--- src/rtl/demux4_stream_if.sv ---
// Stream bundle for demux4_stream: one producer-side input stream and four
// consumer channels, each with data, valid and ready.
interface demux4_stream_if #(parameter int W = 8);
  logic [W-1:0] d;
  logic         d_valid;
  logic         d_ready;
  logic [1:0]   s;
  logic [1:0]   cur_s;
  logic [W-1:0] q0, q1, q2, q3;
  logic         v0, v1, v2, v3;
  logic         r0, r1, r2, r3;

  modport master (
    output d, d_valid, s, r0, r1, r2, r3,
    input  d_ready, cur_s, q0, q1, q2, q3, v0, v1, v2, v3
  );

  modport slave (
    input  d, d_valid, s, r0, r1, r2, r3,
    output d_ready, cur_s, q0, q1, q2, q3, v0, v1, v2, v3
  );
endinterface

--- src/rtl/demux4_stream.sv ---
// Registered 1:4 stream demultiplexer with a 2-entry FIFO per channel.
// Define AUTO_SEL_EN to deal beats round-robin instead of using s.
module demux4_stream #(
  parameter int W = 8
) (
  input logic            clk,
  input logic            rst_n,
  demux4_stream_if.slave bus
);

  logic [W-1:0] mem [4][2];
  logic [W-1:0] last_q [4];
  logic [W-1:0] head [4];
  logic [1:0]   cnt [4];
  logic [3:0]   rd_ptr;
  logic [3:0]   wr_ptr;
  logic [3:0]   r_vec;
  logic [3:0]   nonempty;
  logic [3:0]   push_vec;
  logic [3:0]   pop_vec;
  logic [1:0]   sel;
  logic         ready;
  logic         push;

  assign r_vec = {bus.r3, bus.r2, bus.r1, bus.r0};

`ifdef AUTO_SEL_EN
  logic [1:0] sel_ptr;

  always_ff @(posedge clk) begin
    if (!rst_n) begin
      sel_ptr <= '0;
    end else if (push) begin
      sel_ptr <= sel_ptr + 2'd1;
    end
  end

  assign sel = sel_ptr;
`else
  assign sel = bus.s;
`endif

  // An empty channel keeps presenting its previous head rather than a stale slot.
  always_comb begin
    nonempty = '0;
    pop_vec  = '0;
    push_vec = '0;
    for (int unsigned k = 0; k < 4; k++) begin
      nonempty[k] = (cnt[k] != 2'd0);
      pop_vec[k]  = nonempty[k] & r_vec[k];
      head[k]     = nonempty[k] ? mem[k][rd_ptr[k]] : last_q[k];
    end
    ready         = (cnt[sel] != 2'd2);
    push          = bus.d_valid & ready;
    push_vec[sel] = push;
  end

  always_ff @(posedge clk) begin
    if (!rst_n) begin
      rd_ptr <= '0;
      wr_ptr <= '0;
      for (int unsigned k = 0; k < 4; k++) begin
        cnt[k]    <= '0;
        last_q[k] <= '0;
        mem[k][0] <= '0;
        mem[k][1] <= '0;
      end
    end else begin
      for (int unsigned k = 0; k < 4; k++) begin
        last_q[k] <= head[k];
        if (push_vec[k]) begin
          mem[k][wr_ptr[k]] <= bus.d;
          wr_ptr[k]         <= ~wr_ptr[k];
        end
        if (pop_vec[k]) begin
          rd_ptr[k] <= ~rd_ptr[k];
        end
        if (push_vec[k] && !pop_vec[k]) begin
          cnt[k] <= cnt[k] + 2'd1;
        end else if (!push_vec[k] && pop_vec[k]) begin
          cnt[k] <= cnt[k] - 2'd1;
        end
      end
    end
  end

  assign bus.d_ready = ready;
  assign bus.cur_s   = sel;
  assign bus.q0      = head[0];
  assign bus.q1      = head[1];
  assign bus.q2      = head[2];
  assign bus.q3      = head[3];
  assign bus.v0      = nonempty[0];
  assign bus.v1      = nonempty[1];
  assign bus.v2      = nonempty[2];
  assign bus.v3      = nonempty[3];

endmodule
--- src/flat_wrapper.sv ---
// flat-port wrapper written by rule: the top's interface ports become plain ports
module demux4_stream_flat 
#(
  parameter int W = 8
)
  (clk, rst_n, bus_d, bus_d_valid, bus_s, bus_r0, bus_r1, bus_r2, bus_r3, bus_d_ready, bus_cur_s, bus_q0, bus_q1, bus_q2, bus_q3, bus_v0, bus_v1, bus_v2, bus_v3);
  demux4_stream_if #(.W(W)) bus_i ();
  input logic clk;
  input logic rst_n;
  input wire logic [$bits(bus_i.d)-1:0] bus_d;
  input wire logic [$bits(bus_i.d_valid)-1:0] bus_d_valid;
  input wire logic [$bits(bus_i.s)-1:0] bus_s;
  input wire logic [$bits(bus_i.r0)-1:0] bus_r0;
  input wire logic [$bits(bus_i.r1)-1:0] bus_r1;
  input wire logic [$bits(bus_i.r2)-1:0] bus_r2;
  input wire logic [$bits(bus_i.r3)-1:0] bus_r3;
  output wire logic [$bits(bus_i.d_ready)-1:0] bus_d_ready;
  output wire logic [$bits(bus_i.cur_s)-1:0] bus_cur_s;
  output wire logic [$bits(bus_i.q0)-1:0] bus_q0;
  output wire logic [$bits(bus_i.q1)-1:0] bus_q1;
  output wire logic [$bits(bus_i.q2)-1:0] bus_q2;
  output wire logic [$bits(bus_i.q3)-1:0] bus_q3;
  output wire logic [$bits(bus_i.v0)-1:0] bus_v0;
  output wire logic [$bits(bus_i.v1)-1:0] bus_v1;
  output wire logic [$bits(bus_i.v2)-1:0] bus_v2;
  output wire logic [$bits(bus_i.v3)-1:0] bus_v3;
  assign bus_i.d = bus_d;
  assign bus_i.d_valid = bus_d_valid;
  assign bus_i.s = bus_s;
  assign bus_i.r0 = bus_r0;
  assign bus_i.r1 = bus_r1;
  assign bus_i.r2 = bus_r2;
  assign bus_i.r3 = bus_r3;
  assign bus_d_ready = bus_i.d_ready;
  assign bus_cur_s = bus_i.cur_s;
  assign bus_q0 = bus_i.q0;
  assign bus_q1 = bus_i.q1;
  assign bus_q2 = bus_i.q2;
  assign bus_q3 = bus_i.q3;
  assign bus_v0 = bus_i.v0;
  assign bus_v1 = bus_i.v1;
  assign bus_v2 = bus_i.v2;
  assign bus_v3 = bus_i.v3;
  demux4_stream #(.W(W)) u_core (.clk(clk), .rst_n(rst_n), .bus(bus_i));
endmodule
--- config.mk ---
export PLATFORM = sky130hd
export DESIGN_NAME = demux4_stream_flat
export DESIGN_NICKNAME = d
export VERILOG_FILES = /design/src/rtl/demux4_stream_if.sv /design/src/rtl/demux4_stream.sv /design/src/flat_wrapper.sv
export SDC_FILE = /design/constraint.sdc
export NUM_CORES = 1
export LEC_CHECK = 0
export CAP_MARGIN = 5
export CORE_MARGIN = 1
export CORE_UTILIZATION = 50
export DETAILED_ROUTE_END_ITERATION = 6
export HOLD_SLACK_MARGIN = 0.15
export PLACE_DENSITY = 0.75
export SLEW_MARGIN = 5
export SYNTH_ARGS = -nofsm -noshare
export SYNTH_HDL_FRONTEND = slang
export SYNTH_SLANG_ARGS = --single-unit
--- constraint.sdc ---
create_clock -name clk -period 1.9 [get_ports clk]
set_clock_uncertainty 0.05 [all_clocks]
set_input_delay 0.19 -clock clk [delete_from_list [all_inputs] [get_ports clk]]
set_output_delay 0.19 -clock clk [all_outputs]
set_load 0.005 [all_outputs]
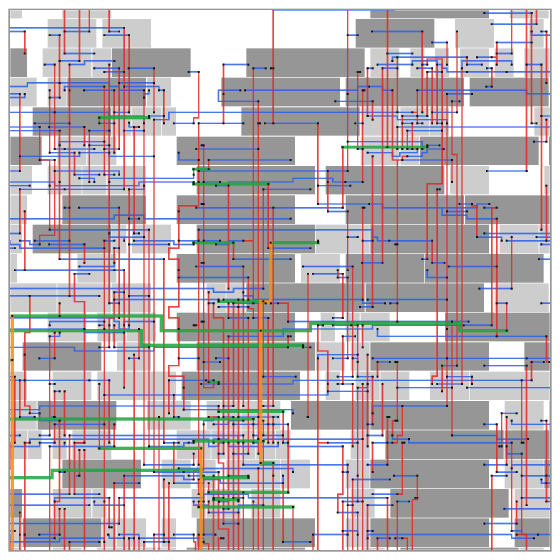
(close-up of the layout)
Region (26, 46) to (76, 96) microns. Cells in gray, sequential cells in the stronger gray; small squares are vias.
met1: shown in blue. met2: shown in red. met3: shown in green. met4: shown in orange.
Netlist names of flops here include `u_core.mem` (32), `u_core.last_q` (6). Sequential cells in the window: 41. Most frequent: edfxtp_1 (28), nand2_1 (18), mux2i_1 (18). 139 logic cells have their middle in the window.

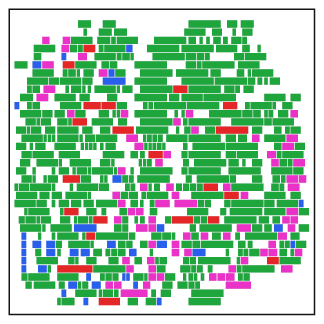
(cell sizes after repair)
Drawn at 3 px/micron.
drive 2: shown in blue, cells 36, most used clkbuf_2. drive 1 or less: shown in green, cells 438. drive 6 and up: shown in red, cells 21, most used clkbuf_8. drive 3 to 4: shown in magenta, cells 77, most used buf_4.
Setup WS post-layout: -196 ps
number of signal-net buffers in the layout: 114
total non-filler cell area in the finished layout: 0.00637 sq mm

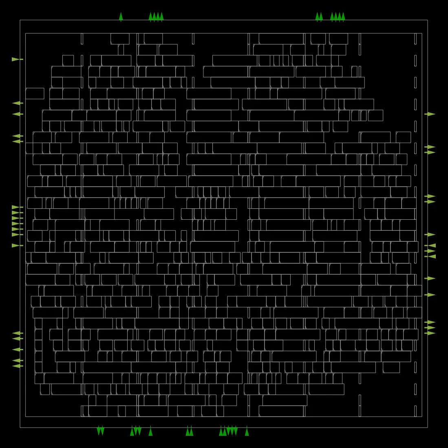
(placed standard cells)
total number of tap cells: 129
fraction of area in registers: 42.8%

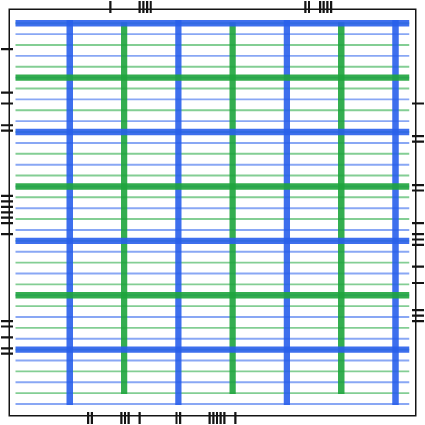
(power grid)
Drawn at 4 px/micron. Pins as bars on the die edge.
VDD: shown in green. VSS: shown in blue.
7 straps on met4. 56 signal pins sit on the boundary.
Std-Cell Core Area: 0.00937 sq mm
Max VDD drop: 0.000492 V
chip height: 101 microns

==> Table 3: Implementation characteristics <==
Physical implementation characteristics

Parameter                              Value

Clock tree
  TritonCTS clock tree .................. built
  Number of buffers added by the clock tree synthesis step .................. 9
  Post-CTS Repair Setup Buffers .................. 9
  Number of buffers inserted for hold repair after clock tree synthesis .................. 1
  Post-CTS Resized .................. 63
  Clk Latency, worst-skew pair .................. 370 ps
  Number of levels in the clock H-tree .................. 3
  TritonCTS sink count .................. 112

Final timing
  Final hold violation count .................. 0
  Final tally of max-slew violations .................. 0
  Worst hold-check slack .................. 419 ps
  Relative slew slack .................. 72.7%
  Count of final setup violators .................. 9
  Setup WS post-layout .................. -196 ps
  RSZ-0062 raised after global routing .................. true
  Post-route minimum period .................. 2100 ps
  Final setup TNS .................. -1500 ps

Die
  FP Util .................. 52.5%
  Core Rows .................. 35
  Top-Level Pins .................. 56
  Die footprint .................. 0.0102 sq mm

Critical path
  R2R depth .................. 7
  Cell family with the largest share of critical-path delay .................. simple AND/OR/NAND/NOR gates
  Setup crit end kind .................. output port
  Maximum fanout encountered on the critical timing path .................. 25
  Cell breakdown of the critical path .................. or2_4, nor2_1, a21oi_1, clkdlybuf4s50_1
  Launch point of the worst reg-to-reg path .................. u_core.cnt[3][1]$_DFFE_PP_
  Critical Path Start Type .................. register
  Reg-to-reg endpoint .................. u_core.cnt[3][1]$_DFFE_PP_
  Worst endpoint data arrival time .................. 1860 ps
  Slack of the worst reg-to-reg path .................. 50 ps
  Cell at the slowest stage of the critical path .................. clkdlybuf4s50_1
  Crit. Startpoint .................. u_core.cnt[1][0]$_SDFFCE_PN0P_
  Count of buffer and inverter cells on the critical path .................. 1
  Capturing element of the worst setup path .................. bus_q1[5]

Global route
  Number of antenna violations at the first check in global routing .................. 0
  Leftover overflow at the end of global routing .................. 0
  Pin count of the biggest net entering global routing .................. 34
  Global-route wire length before repair .................. 17600 microns
  Via count of the first global-routing pass .................. 3638
  Overall global routing resource usage .................. 22.7%

Yosys
  Post-synthesis adder-cell area fraction .................. 0.254%
  Synthesized instance count .................. 473
  Per-instance average area after synthesis .................. 10.4 sq um
  Synth top area cells .................. edfxtp_1 (29%), dfxtp_1 (26%), mux2i_1 (12%), nand2_1 (4.4%), a211oi_1 (4.0%)
  Number of nets produced by synthesis .................. 491
  Distinct cell type count after synthesis .................. 39
  Top-area cell type share of the netlist area .................. 29.3%
  Ys cells .................. 473
  Most frequent cell after synthesis .................. dfxtp_1
  Compound-cell area share of the yosys netlist .................. 11.1%
  Number of enable-type register cells in the synthesized netlist .................. 48
  Total cell area reported by yosys after synthesis .................. 0.00492 sq mm
  Async set-or-reset flop fraction in the synthesized netlist .................. 0%

Layout
  Number of filler cells placed in the layout .................. 752
  Most flops, register .................. u_core.mem
  Area of the multi-input gates .................. 0.00219 sq mm
  Clock network area share .................. 3.47%
  Cell class ranked first by area .................. sequential cells
  Net total in the final layout .................. 585
  Area delta synth->final .................. 29.5%
  Number of clock buffers in the layout .................. 9
  Combinational gates .................. 315
  Non-Clock Inverter Count .................. 15

Routing
  Routed wire length per instance .................. 16.0 microns
  Detailed-route wire length .................. 11200 microns
  DRT antenna net count .................. 0
  Highest metal layer with signal wires .................. met4
  DRC violations left .................. 0
  Met2 routed wirelength .................. 5760 microns
  Total via count after detailed routing .................. 3781
  Length of the first detailed-routing pass in iterations .................. 4
  Met3 routed WL .................. 522 microns
  Metal-1 WL .................. 4800 microns
  Iter 0 DRT Violations .................. 220

Flow run
  Number of logged tool warnings .................. 28
  MaxCap Viol Count .................. 0

Power and ir drop
  Clock network power .................. 1.51 mW
  Clock network fraction of design power .................. 27.8%
  Group drawing the most power .................. sequential cells
  Leak Pwr .................. 2.63 nW
  Power of the sequential group .................. 2.78 mW
  Proportion of total power due to net switching .................. 27.9%
  Power density relative to cell area .................. 852 mW/mm^2
  Sequential Power Share .................. 51.2%
  Total power .................. 5.43 mW
  Power share of the combinational group .................. 21.1%

Worst hold path
  Hold worst-path end .................. u_core.mem[3][3]$_SDFFE_PN0P_
  Kind of path behind the tightest hold check .................. reg2reg

Run status
  Violated checks .................. setup timing
  Run status .................. finished, violations left

Place
  Pre-CTS setup slack .................. -158 ps
  Count of buffers inserted at the top-level ports .................. 55
  Total half-perimeter wirelength after legalization and detailed placement .................. 7600 microns
  Area after DPL .................. 0.00580 sq mm
Power and IR drop assume default switching activity.
